`config.mk`:
```
export PLATFORM = sky130hd
export DESIGN_NAME = collision_detect
export DESIGN_NICKNAME = d
export VERILOG_FILES = /design/src/rtl/pacman_map_pkg.sv /design/src/rtl/pacman_map_rom.sv /design/src/rtl/collision_detect.sv
export SDC_FILE = /design/constraint.sdc
export NUM_CORES = 2
export LEC_CHECK = 0
export CAP_MARGIN = 20
export CORE_UTILIZATION = 40
export CTS_CLUSTER_SIZE = 24
export DETAILED_ROUTE_END_ITERATION = 10
export SYNTH_ARGS = -nofsm -noshare
export SYNTH_HDL_FRONTEND = slang
export SYNTH_SLANG_ARGS = --single-unit
export TNS_END_PERCENT = 1
```
`constraint.sdc`:
```
create_clock -name CLOCK_50 -period 5.61 [get_ports CLOCK_50]
set_input_delay 0.8415 -clock CLOCK_50 [delete_from_list [all_inputs] [get_ports CLOCK_50]]
set_output_delay 0.8415 -clock CLOCK_50 [all_outputs]
set_load 0.01 [all_outputs]
```
`src/rtl/pacman_map_pkg.sv`:
```
// Shared maze geometry, collision codes and the static tile lookup used by
// the Pacman collision logic.
package pacman_map_pkg;

  localparam int unsigned MAP_W   = 40;
  localparam int unsigned MAP_H   = 30;
  localparam int unsigned START_X = 20;
  localparam int unsigned START_Y = 20;

  localparam int unsigned MAP_TILES = MAP_W * MAP_H;
  localparam int unsigned IDX_W     = $clog2(MAP_TILES);

  localparam logic [3:0] COLL_NONE  = 4'b0000;
  localparam logic [3:0] COLL_WALL  = 4'b0001;
  localparam logic [3:0] COLL_PILL  = 4'b0010;
  localparam logic [3:0] COLL_POWER = 4'b0100;
  localparam logic [3:0] COLL_GHOST = 4'b1000;

  typedef enum logic [1:0] {
    EMPTY,
    WALL,
    PILL,
    POWER
  } tile_t;

  // Static contents of a tile, ignoring whether it has been eaten.
  function automatic tile_t static_tile(input logic [5:0] x, input logic [4:0] y);
    int unsigned xi;
    int unsigned yi;
    tile_t       t;
    xi = 32'(x);
    yi = 32'(y);
    if (xi >= MAP_W || yi >= MAP_H) begin
      t = WALL;
    end else if (xi == 0 || xi == MAP_W - 1 || yi == 0 || yi == MAP_H - 1) begin
      t = WALL;
    end else if (yi == 10 && xi >= 10 && xi <= 29) begin
      t = WALL;
    end else if (xi == 30 && yi >= 14 && yi <= 25) begin
      t = WALL;
    end else if ((xi == 1 || xi == MAP_W - 2) && (yi == 1 || yi == MAP_H - 2)) begin
      t = POWER;
    end else if (xi == START_X && yi == START_Y) begin
      t = EMPTY;
    end else if (x[0] == y[0]) begin
      t = PILL;
    end else begin
      t = EMPTY;
    end
    return t;
  endfunction

endpackage

```
`src/rtl/pacman_map_rom.sv`:
```
// Combinational map lookup: static tile class for a tile coordinate.
module pacman_map_rom
  import pacman_map_pkg::*;
(
  input  logic [5:0] x,
  input  logic [4:0] y,
  output tile_t      tile
);

  assign tile = static_tile(x, y);

endmodule

```
`src/rtl/collision_detect.sv`:
```
// Registered collision classification for Pacman's candidate tile, with an
// eaten-pill bitmap and a running count of eaten pills and power pellets.
module collision_detect
  import pacman_map_pkg::*;
(
  input  logic        CLOCK_50,
  input  logic        reset,
  input  logic [5:0]  next_pacman_x,
  input  logic [4:0]  next_pacman_y,
  output logic [3:0]  collision_type,
  output logic [32:0] pill_count
);

  tile_t                tile;
  logic                 is_food;
  logic                 already_eaten;
  logic                 eat;
  logic [IDX_W-1:0]     tile_idx;
  logic [3:0]           coll_next;
  logic [MAP_TILES-1:0] eaten;

  pacman_map_rom u_map_rom (
    .x    (next_pacman_x),
    .y    (next_pacman_y),
    .tile (tile)
  );

  // Food only exists in range, so the index is forced to 0 otherwise to keep it bounded.
  always_comb begin
    is_food  = (tile == PILL) || (tile == POWER);
    tile_idx = '0;
    if (is_food) begin
      tile_idx = IDX_W'(next_pacman_y) * IDX_W'(MAP_W) + IDX_W'(next_pacman_x);
    end
    already_eaten = eaten[tile_idx];
    eat           = is_food && !already_eaten;
  end

  always_comb begin
    coll_next = COLL_NONE;
    unique case (tile)
      WALL:    coll_next = COLL_WALL;
      PILL:    coll_next = already_eaten ? COLL_NONE : COLL_PILL;
      POWER:   coll_next = already_eaten ? COLL_NONE : COLL_POWER;
      default: coll_next = COLL_NONE;
    endcase
  end

  always_ff @(posedge CLOCK_50) begin
    if (reset) begin
      collision_type <= COLL_NONE;
      pill_count     <= '0;
      eaten          <= '0;
    end else begin
      collision_type <= coll_next;
      if (eat) begin
        eaten[tile_idx] <= 1'b1;
        pill_count      <= pill_count + 33'd1;
      end
    end
  end

endmodule

```
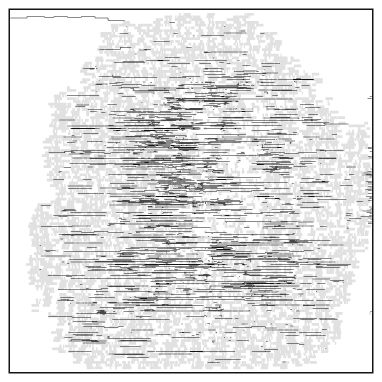
Figure 1: signal wires on met3.
Scale: 1 px per um. Cells faint in the background.
longest straight run: 120 um
main direction: horizontal
nets with wire on the layer: 687
Routed WL: 204 mm
met3 Resource Use GR: 0.0630
Vias: 48600

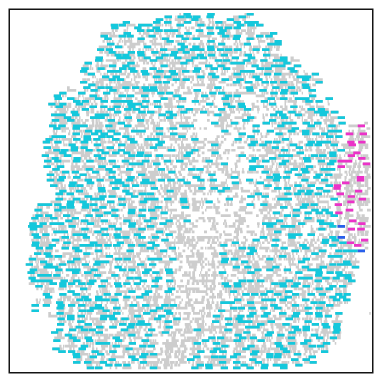
Figure 2: where the registers sit.
Scale: 1 px per um. Other cells in gray.
legend:
  cyan:
    name_in_the_netlist: eaten
    sequential_cells: 1200
    where: spread over the die
  magenta:
    name_in_the_netlist: pill_count
    sequential_cells: 33
    where: east
  blue:
    name_in_the_netlist: collision_type
    sequential_cells: 3
register area: 24700 um^2
sequential share of cell area: 0.395
P_seq: 8800 uW
Final Core Density: 0.490

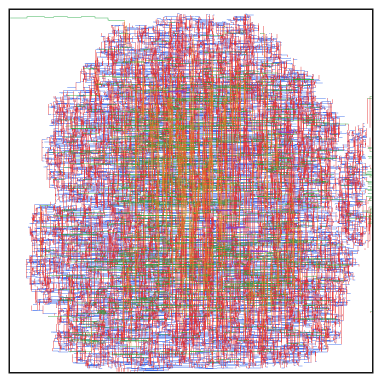
Figure 3: signal wires by layer.
Scale: 1 px per um.
legend:
  red:
    layer: met2
    wire_length: 86.7 mm
  green:
    layer: met3
    wire_length: 19800 um
  purple:
    layer: met5
    wire_length: 105 um
  orange:
    layer: met4
    wire_length: 10400 um
  blue:
    layer: met1
    wire_length: 86.9 mm
Total GRT Usage: 0.303
WL/cell: 24.9 um

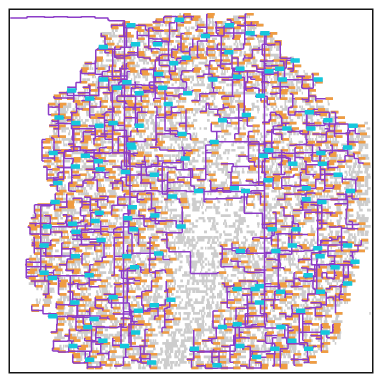
Figure 4: clock wires, drivers and flops.
Scale: 1 px per um.
legend:
  purple:
    item: clock wires
    length: 15400 um
  orange:
    item: flip-flops
    count: 1236
  cyan:
    item: cells driving clock nets
    count: 136
flops lie: spread over the die
clock latency on the worst-skew pair: 0.79 ns
skew final: 0.0269 ns
clock power share: 0.447

routing by layer:
| metal | up-vias | routed length (um) |
|---|---|---|
| met2 | 2381 | 86700 |
| met3 | 541 | 19800 |
| met4 | 14 | 10400 |
| met1 | 23517 | 86900 |
| li1 | 22147 | - |
| met5 | - | 104 |
cell families after synthesis:
| logic type | after synthesis |
|---|---|
| xor gates and xnor gates | 11 |
| muxes | 229 |
| buffers and inverters | 1598 |
| AOI/OAI and AO/OA | 1930 |
| adders and majority gates | 12 |
| DFF | 1236 |
| other | 1 |
| and+or+nand+nor | 1081 |
where the power goes:
group	total (uW)	switching, uW	internal (uW)
clock network	9230	3820	5410
logic	2630	1800	827
registers	8800	11.3	8790
total	20700	5640	15000
flip-flops by register name, summed over array words and instances, names as in the netlist:
signal	count
eaten	1200
pill_count	33
collision_type	3
timing repair:
action | CTS | global route
gates resized | 0 | 2
setup endpoints to repair | 0 | 189
hold buffers | 0 | 0
worst min-delay path, delay by kind of cell (launching register included):
kind            cells  cell delay (ns)
flops               1             0.29
buf+inv             1             0.06
compound gates      1             0.06
per-stage QoR:
| step | setup slack, ns | area (um^2) | utilization | total power, uW | setup TNS (ns) |
|---|---|---|---|---|---|
| finish | 0.0655 | 62700 | 0.490 | 20700 | 0 |
| global route | 0.0454 | 62700 | 0.490 | 21200 | 0 |
| CTS | 0.0551 | 62600 | 0.489 | 20700 | 0 |
| detailed placement | -0.773 | 58000 | 0.453 | 11500 | -559.47 |
| global placement | -0.721 | 58000 | 0.453 | 11500 | -518.16 |
| floorplan | 0.847 | 51800 | - | 10200 | 0 |
final cells by class:
type,instances,area share
clock inverter,46,0.0105
sequential,1236,0.395
timing repair buffer,631,0.0960
antenna,1,0.0000399
multi-input combinational,3264,0.336
clock buffer,196,0.0626
inverter,1094,0.0655
tap,1729,0.0345
worst paths after layout:
kind	start	endpoint	depth (start not counted)
hold reg to reg	eaten[680]$_SDFFE_PP0P_	eaten[680]$_SDFFE_PP0P_	2
hold / removal	eaten[680]$_SDFFE_PP0P_	eaten[680]$_SDFFE_PP0P_	2
setup / recovery	next_pacman_y[0]	eaten[471]$_SDFFE_PP0P_	20
setup reg to reg	eaten[631]$_SDFFE_PP0P_	pill_count[4]$_SDFFE_PP0P_	13
layout by cell type (no fill, tap or decap), types with 14 or more instances in the layout:
cell type,netlist,layout
nor2b_1,21,20
and3_1,21,17
o221ai_1,26,26
o21ai_0,104,103
clkbuf_1,285,33
nor2_1,336,332
mux4_2,65,65
nor4_1,25,24
inv_1,1092,1092
a31oi_1,88,88
a222oi_1,18,18
o22ai_1,1137,1137
clkdlybuf4s50_1,0,44
nor3_1,50,45
mux2i_1,136,136
a22oi_1,109,108
o211ai_1,36,36
a221oi_1,50,50
a21oi_1,188,187
clkbuf_8,0,25
nand3_1,84,83
o31ai_1,16,16
dfxtp_1,1236,1236
buf_4,10,491
nand4_1,53,53
buf_12,0,90
a31o_2,16,16
a211oi_1,24,24
nand2_1,420,412
clkinv_2,0,14
mux2_1,15,15
clkbuf_16,0,138
==> summary.txt <==
run results: outcome=finished clean, xor+xnor area frac=0.00186, hold slack final=0.463 ns, Finished Layout Cells=8197, GR Util met1=0.418, period utilisation layout=0.988, most used cell along the critical path=buf_4, leading area contributor after synthesis=dfxtp_1, Basic Gates by Area=0.0932, Yosys chip area=51800 um^2, Max VDD drop=0.240 mV, Avg Inst Size Synth=about 8.5 um^2, placed insts=7953, Top logic family=AND-OR/OR-AND gates, yosys stat cell total=6098, Die Ht=~360 um, tally of yosys warning messages=0, aoi share=0.243, Power per Cell Area=330 nW/um^2, drt drc=0, Slew Viols, Final=0, Tool Warnings=42, row cnt=131, Sink Count=1236, Net Count, Synth=roughly 6100, Synth mux share=0.0606, Critical Setup Path Class=input port to flip-flop, RSZ-0062 raised after global routing=no, Critical Path Start Type=input port, asr flop ratio synth=0, list of most frequent post-synthesis cells=dfxtp_1 (1236), o22ai_1 (1137), inv_1 (1092), DR iter-0 viols=5724, Largest cells by area=dfxtp_1 (48%), o22ai_1 (14%), inv_1 (7.9%), Final ANT Viol Nets=0, setup violators final=0, logic area=21100 um^2, global route overflow=0, kind of cell adding the most delay to the critical path=buffers and inverters, WP buf/inv=8, die area=131000 um^2, leakage power=0.0210 uW, initial antenna violation count=9, final hold vios=0, Synth top cell by count=dfxtp_1, gr busiest metal=met2, # Post-CTS Setup Buffers=0, Slew @ Worst Pin=1.14 ns, IO Count=50, CP max FO=36, Final min period=5.54 ns, slew margin rel.=0.241, DIE WIDTH=about 360 um, # H-tree levels=4, number of enable flip-flop cells=0, Post-Synth Adder-Cell Area=0.00319, Largest type area fraction=0.477, Post-synth top flop=dfxtp_1, Worst Hold Class=flip-flop to flip-flop, Max Freq=0.180 GHz, critical path data required time=6.24 ns, max cap viols=0, layout cells sized above 1=0.145, fillers=approximately 12000, pin count of the biggest net entering global routing=around 220, Root Buffer=clkbuf_16, Vias/cell=5.93, met2 Usage GRT=0.448, post-synthesis cell area=51800 um^2, CP endpoint kind=flip-flop, Final #Nets=6388, Registers, synthesis=1236, global-route wire length before repair=300 mm, Worst path max stage delay=0.62 ns, Syn Inst Count=6098, Synth cell types=91, Port Buffer Count=48, number of global-route vias before repair=45255, DR pass1 iterations=6, gpl congestion=0.989, CTS Buffer Depth=3, CTS clk-pin slew, worst paths=approximately 0.06 ns, CTS tree=done, floorplan core density=0.405, core area=128000 um^2, detailed placement HPWL=140 mm, synth-to-layout area growth=20.9%, critical path's slowest cell=nor2_1, CTS Buf Count=136, setup slack, reg-to-reg=around 1.2 ns, crit-path cells=clkdlybuf4s50_1 -> ha_1 -> fa_1 -> buf_4 -> nor2b_1 -> buf_4 -> inv_1 -> nor2_1 -> buf_4 -> buf_4 -> o2111ai_1 -> nand4_1 -> nand4b_1 -> a21oi_1 -> buf_4 -> and4b_1 -> o2111a_4 -> nand2_4 -> buf_12 -> o22ai_1, post-synthesis sequential area ratio=0.477, Critical Path AT=6.17 ns
Power is estimated from default activity; no workload was simulated.
